--- config.mk ---
export PLATFORM = sky130hd
export DESIGN_NAME = aq_gemac_tx_arb
export DESIGN_NICKNAME = d
export VERILOG_FILES = /design/src/rtl/aq_gemac_tx_arb.sv
export SDC_FILE = /design/constraint.sdc
export NUM_CORES = 1
export LEC_CHECK = 0
export CORE_MARGIN = 10
export CORE_UTILIZATION = 42
export CTS_CLUSTER_SIZE = 20
export DETAILED_ROUTE_END_ITERATION = 12
export PLACE_DENSITY_LB_ADDON = 0.15
export SYNTH_ARGS = -nofsm -noshare
export SYNTH_HDL_FRONTEND = slang
export SYNTH_SLANG_ARGS = --single-unit
--- constraint.sdc ---
create_clock -name CLK -period 3.7 [get_ports CLK]
set_input_delay 0.555 -clock CLK [delete_from_list [all_inputs] [get_ports CLK]]
set_output_delay 0.555 -clock CLK [all_outputs]
set_load 0.005 [all_outputs]
--- src/rtl/aq_gemac_tx_arb.sv ---
// Two-queue transmit arbiter in front of the GEMAC TX engine.
// Picks a queue per frame (strict or round-robin), muxes its buffer to the MAC and keeps the grant across collision retries.
module aq_gemac_tx_arb #(
   parameter int unsigned COL_W = 5
) (
   input  logic        CLK,
   input  logic        RST,
   input  logic        STRICT_PRIO,
   input  logic [3:0]  MAX_RETRY,
   input  logic [1:0]  Q_TX_REQ,
   input  logic [1:0]  Q_BUFF_EOP,
   input  logic [15:0] Q_BUFF_DATA,
   output logic [1:0]  Q_BUFF_RD,
   output logic [1:0]  Q_BUFF_RETRY,
   output logic [1:0]  Q_BUFF_FINISH,
   output logic [1:0]  Q_DROP,
   output logic        MAC_TX_REQ,
   input  logic        MAC_BUFF_RD,
   output logic        MAC_BUFF_EOP,
   output logic [7:0]  MAC_BUFF_DATA,
   input  logic        MAC_BUFF_FINISH,
   input  logic        MAC_BUFF_RETRY,
   output logic [1:0]  GRANT
);

   typedef enum logic [1:0] {
      S_IDLE    = 2'd0,
      S_GRANT   = 2'd1,
      S_BUSY    = 2'd2,
      S_RELEASE = 2'd3
   } state_t;

   state_t           state, stateNext;
   logic [1:0]       grantQ, grantNext;
   logic             rrPtr, rrPtrNext;
   logic [COL_W-1:0] colCnt, colCntNext, cntUpd, retryLimit;
   logic             retryFlag, retryFlagNext, flagUpd;
   logic             finLast, retLast, finEdge, retEdge;
   logic             curReq;
   logic [1:0]       idleGrant;
   logic [1:0]       finishQ, dropQ, finishNext, dropNext;

   assign finEdge = MAC_BUFF_FINISH & ~finLast;
   assign retEdge = MAC_BUFF_RETRY & ~retLast;
   assign curReq  = |(Q_TX_REQ & grantQ);

   // Collision bookkeeping as it stands after this cycle's retry edge
   assign cntUpd     = (retEdge && (colCnt != '1)) ? colCnt + COL_W'(1) : colCnt;
   assign flagUpd    = retryFlag | retEdge;
   assign retryLimit = COL_W'(MAX_RETRY) + COL_W'(1);

   assign idleGrant = (Q_TX_REQ == 2'b11) ? ((STRICT_PRIO || !rrPtr) ? 2'b01 : 2'b10)
                                          : Q_TX_REQ;

   always_ff @(posedge CLK) begin
      if (RST) begin
         state     <= S_IDLE;
         grantQ    <= '0;
         rrPtr     <= 1'b0;
         colCnt    <= '0;
         retryFlag <= 1'b0;
         finLast   <= 1'b0;
         retLast   <= 1'b0;
         finishQ   <= '0;
         dropQ     <= '0;
      end else begin
         state     <= stateNext;
         grantQ    <= grantNext;
         rrPtr     <= rrPtrNext;
         colCnt    <= colCntNext;
         retryFlag <= retryFlagNext;
         finLast   <= MAC_BUFF_FINISH;
         retLast   <= MAC_BUFF_RETRY;
         finishQ   <= finishNext;
         dropQ     <= dropNext;
      end
   end

   always_comb begin
      stateNext     = state;
      grantNext     = grantQ;
      rrPtrNext     = rrPtr;
      colCntNext    = colCnt;
      retryFlagNext = retryFlag;
      finishNext    = '0;
      dropNext      = '0;
      case (state)
         S_IDLE: begin
            if (|Q_TX_REQ) begin
               grantNext     = idleGrant;
               colCntNext    = '0;
               retryFlagNext = 1'b0;
               stateNext     = S_GRANT;
            end
         end
         S_GRANT: begin
            // A finish edge here is a pause frame: nothing consumed, grant stays
            if (MAC_BUFF_RD) begin
               stateNext = S_BUSY;
            end else if (!curReq) begin
               grantNext = '0;
               stateNext = S_IDLE;
            end
         end
         S_BUSY: begin
            colCntNext    = cntUpd;
            retryFlagNext = flagUpd;
            if (finEdge) begin
               if (flagUpd && (cntUpd <= retryLimit)) begin
                  retryFlagNext = 1'b0;
                  stateNext     = S_GRANT;
               end else begin
                  finishNext = grantQ;
                  dropNext   = flagUpd ? grantQ : 2'b00;
                  stateNext  = S_RELEASE;
               end
            end
         end
         S_RELEASE: begin
            rrPtrNext = grantQ[0];
            grantNext = '0;
            stateNext = S_IDLE;
         end
         default: begin
            stateNext = S_IDLE;
         end
      endcase
   end

   // Level-transparent datapath toward the MAC and the buffers
   assign GRANT         = grantQ;
   assign Q_BUFF_FINISH = finishQ;
   assign Q_DROP        = dropQ;
   assign MAC_BUFF_DATA = grantQ[0] ? Q_BUFF_DATA[7:0] : (grantQ[1] ? Q_BUFF_DATA[15:8] : 8'h00);
   assign MAC_BUFF_EOP  = grantQ[0] ? Q_BUFF_EOP[0] : (grantQ[1] ? Q_BUFF_EOP[1] : 1'b0);
   assign Q_BUFF_RD     = (MAC_BUFF_RD && ((state == S_GRANT) || (state == S_BUSY))) ? grantQ : 2'b00;
   assign Q_BUFF_RETRY  = (MAC_BUFF_RETRY && (state == S_BUSY)) ? grantQ : 2'b00;
   assign MAC_TX_REQ    = ((state == S_GRANT) && curReq) || (state == S_BUSY);

endmodule

metal_stack.png
Bar = 20 um. Only two layers are drawn.
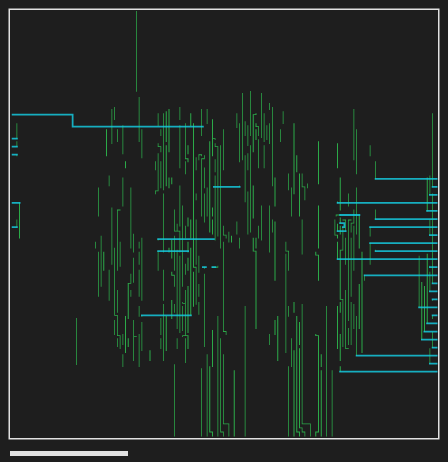
- cyan: met3 (wire length 221 um)
- green: met2 (wire length 1530 um)
WL/cell: 15.7 um
total track usage: 12.5%
total number of vias: 1140
WL final: 3290 um

cell_classes.png
Fill, decap, tap and diode cells in gray.
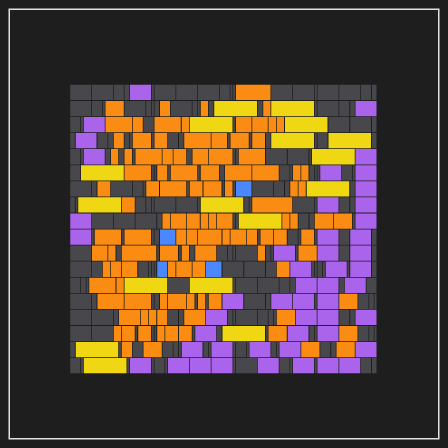
- orange: all other logic (cells 110; share of their area 48%)
- blue: clock drivers and dummy loads (cells 4; share of their area 1.7%)
- yellow: flip-flops (cells 17; share of their area 21%)
- purple: other buffers and delay cells (cells 49; share of their area 30%)
Core Area: 0.00254 mm^2
flop share of the area: 20.1%
final instance area: 0.00170 mm^2
row cnt: 18

==> results.sh <==
# flow metrics
export IMPL_synth_distinct_cells=30
export IMPL_p_int_uw=309
export IMPL_floorplan_nets=174
export IMPL_p_seq_share_pct=45.2
export IMPL_antenna_found_initial=0
export IMPL_dieArea_mm2=0.00525
export IMPL_hold_class="flip-flop to flip-flop"
export IMPL_path_max_fanout=5
export IMPL_cp_data_required_time_ns=3.91
export IMPL_netSwitchingFraction_pct=29.3
export IMPL_fp_util_pct=45.4
export IMPL_synth_warnings=0
export IMPL_crit_type="flip-flop to flip-flop"
export IMPL_fillerInstances=200
export IMPL_clkLatencyLatePin_ns=0.30
export IMPL_syn_inst=131
export IMPL_dr_wl_met3_um=221
export IMPL_ff_type="dfxtp_1"
export IMPL_io_pin_count=50
export IMPL_cellPowerDensity_mw_per_mm2=258
export IMPL_logic_area_um2=777
export IMPL_slew_headroom_pct=55.2
export IMPL_met1_length_um=1510
export IMPL_outcome="completed"
export IMPL_max_vdd_ir_drop_mv=0.184
export IMPL_post_dp_hpwl_um=2740
export IMPL_drt_initial_drc_count=63
export IMPL_min_period_ns=3.00
wire_density.png
Bar = 20 um. The die is cut into 14 by 14 equal tiles; black is low, pale yellow is high, scaled to the fullest tile. Values are wire area over tile area, all layers added.
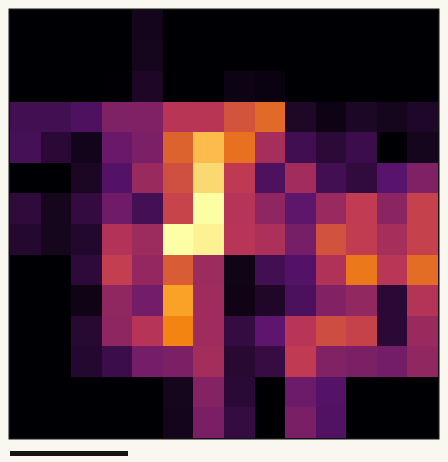
- mean over tiles: 0.10
- emptiest ninth of the die: north-east
- densest ninth of the die: center
- fullest tile: 0.46

registers.png
Other sequential cells in the stronger gray, the rest of the logic in the fainter gray.
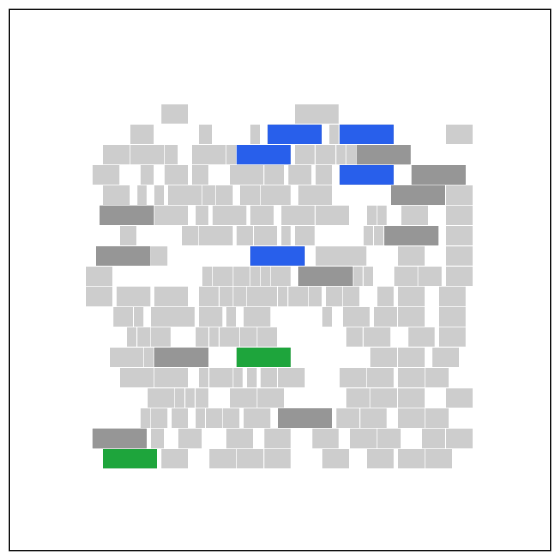
- blue: `colCnt` (sequential cells 5; where north)
- green: `GRANT` (sequential cells 2)

-- cell usage after synthesis, drive strengths merged, types with 3 or more instances --
cell	n	area [um^2]
a22o	11	96.3
a21oi	6	30.0
nor2b	4	25.0
a22oi	4	30.0
clkbuf	4	15.0
xnor2	4	42.6
ha	13	163
mux2i	3	30.0
inv	6	22.5
dfxtp	17	340
and3	8	50.1
nand2	10	37.5
nor2	15	56.3
nand2b	5	31.3
nand3	3	15.0
-- state kept, by name (all words and copies together) (netlist names) --
| signal | cells |
|---|---|
| rrPtr | 1 |
| state | 2 |
| colCnt | 5 |
| Q_DROP | 2 |
| finLast | 1 |
| Q_BUFF_FINISH | 2 |
| retLast | 1 |
| retryFlag | 1 |
| GRANT | 2 |
-- stage by stage --
step / utilization (%) / total power (uW) / cells / setup slack, ns
after floorplan: - / 263 / 131 / 0.943
after global routing: 66.6 / 466 / 210 / 0.452
after CTS: 66.6 / 441 / 210 / 0.693
after detailed placement: 65.5 / 336 / 206 / 0.539
final: 66.6 / 437 / 210 / 0.697
after global placement: 65.5 / 333 / 206 / 0.660
-- power by group through the flow --
stage	combinational [uW]	clock (uW)	sequential [uW]
after floorplan	65.5	0	198
after global placement	132	0	201
after detailed placement	135	0	202
after CTS	135	108	198
after global routing	148	120	199
final	135	105	197
-- worst max-delay path, cell delays in order (launching register included) --
cell and delay (ns):
dfxtp_1 0.37, ha_1 0.23, and3_1 0.18, ha_1 0.20, nor3b_4 0.32, mux2_2 0.40
ha_1 0.33, and3_1 0.16, and3_1 0.18, a31oi_2 0.22, a21oi_1 0.13, o41ai_2 0.20
-- cell type report --
cell class / instances / share of cell area (%)
repair buffers: 49 / 28.9
inverters: 6 / 1.33
clock buffers: 3 / 1.33
clock inverters: 1 / 0.295
multi-input cells: 104 / 45.8
well taps: 30 / 2.21
flip-flops and latches: 17 / 20.1
-- path summary, 6_finish.rpt --
| path | from | to | slack (ns) | cells past startpoint |
|---|---|---|---|---|
| setup / recovery | colCnt[0]$_SDFFE_PP0P_ | state[1]$_SDFFE_PP0P_ | 0.70 | 11 |
| hold / removal | retryFlag$_SDFFE_PP0P_ | retryFlag$_SDFFE_PP0P_ | 0.51 | 2 |
| setup reg to reg | colCnt[0]$_SDFFE_PP0P_ | state[1]$_SDFFE_PP0P_ | 0.70 | 11 |
| hold reg to reg | retryFlag$_SDFFE_PP0P_ | retryFlag$_SDFFE_PP0P_ | 0.51 | 2 |
-- kinds of logic (layout without fill, tap and decap cells) --
logic type	after synthesis	after routing	synth area share [%]
multiplexers	5	5	4.55
AND/OR/NAND/NOR	51	51	23.8
adder cells (fa/ha/maj)	13	13	14.1
XOR/XNOR	5	5	4.44
AND-OR/OR-AND	30	30	20.4
buffers and inverters	10	59	3.25
flip-flops	17	17	29.5
-- layer usage --
| metal | vias to the layer above | GRT usage [%] |
|---|---|---|
| met4 | 0 | 3.16 |
| met1 | 524 | 15.8 |
| met5 | - | 0 |
| li1 | 567 | - |
| met3 | 5 | 3.81 |
| met2 | 44 | 20.1 |
Power and IR drop assume default switching activity.
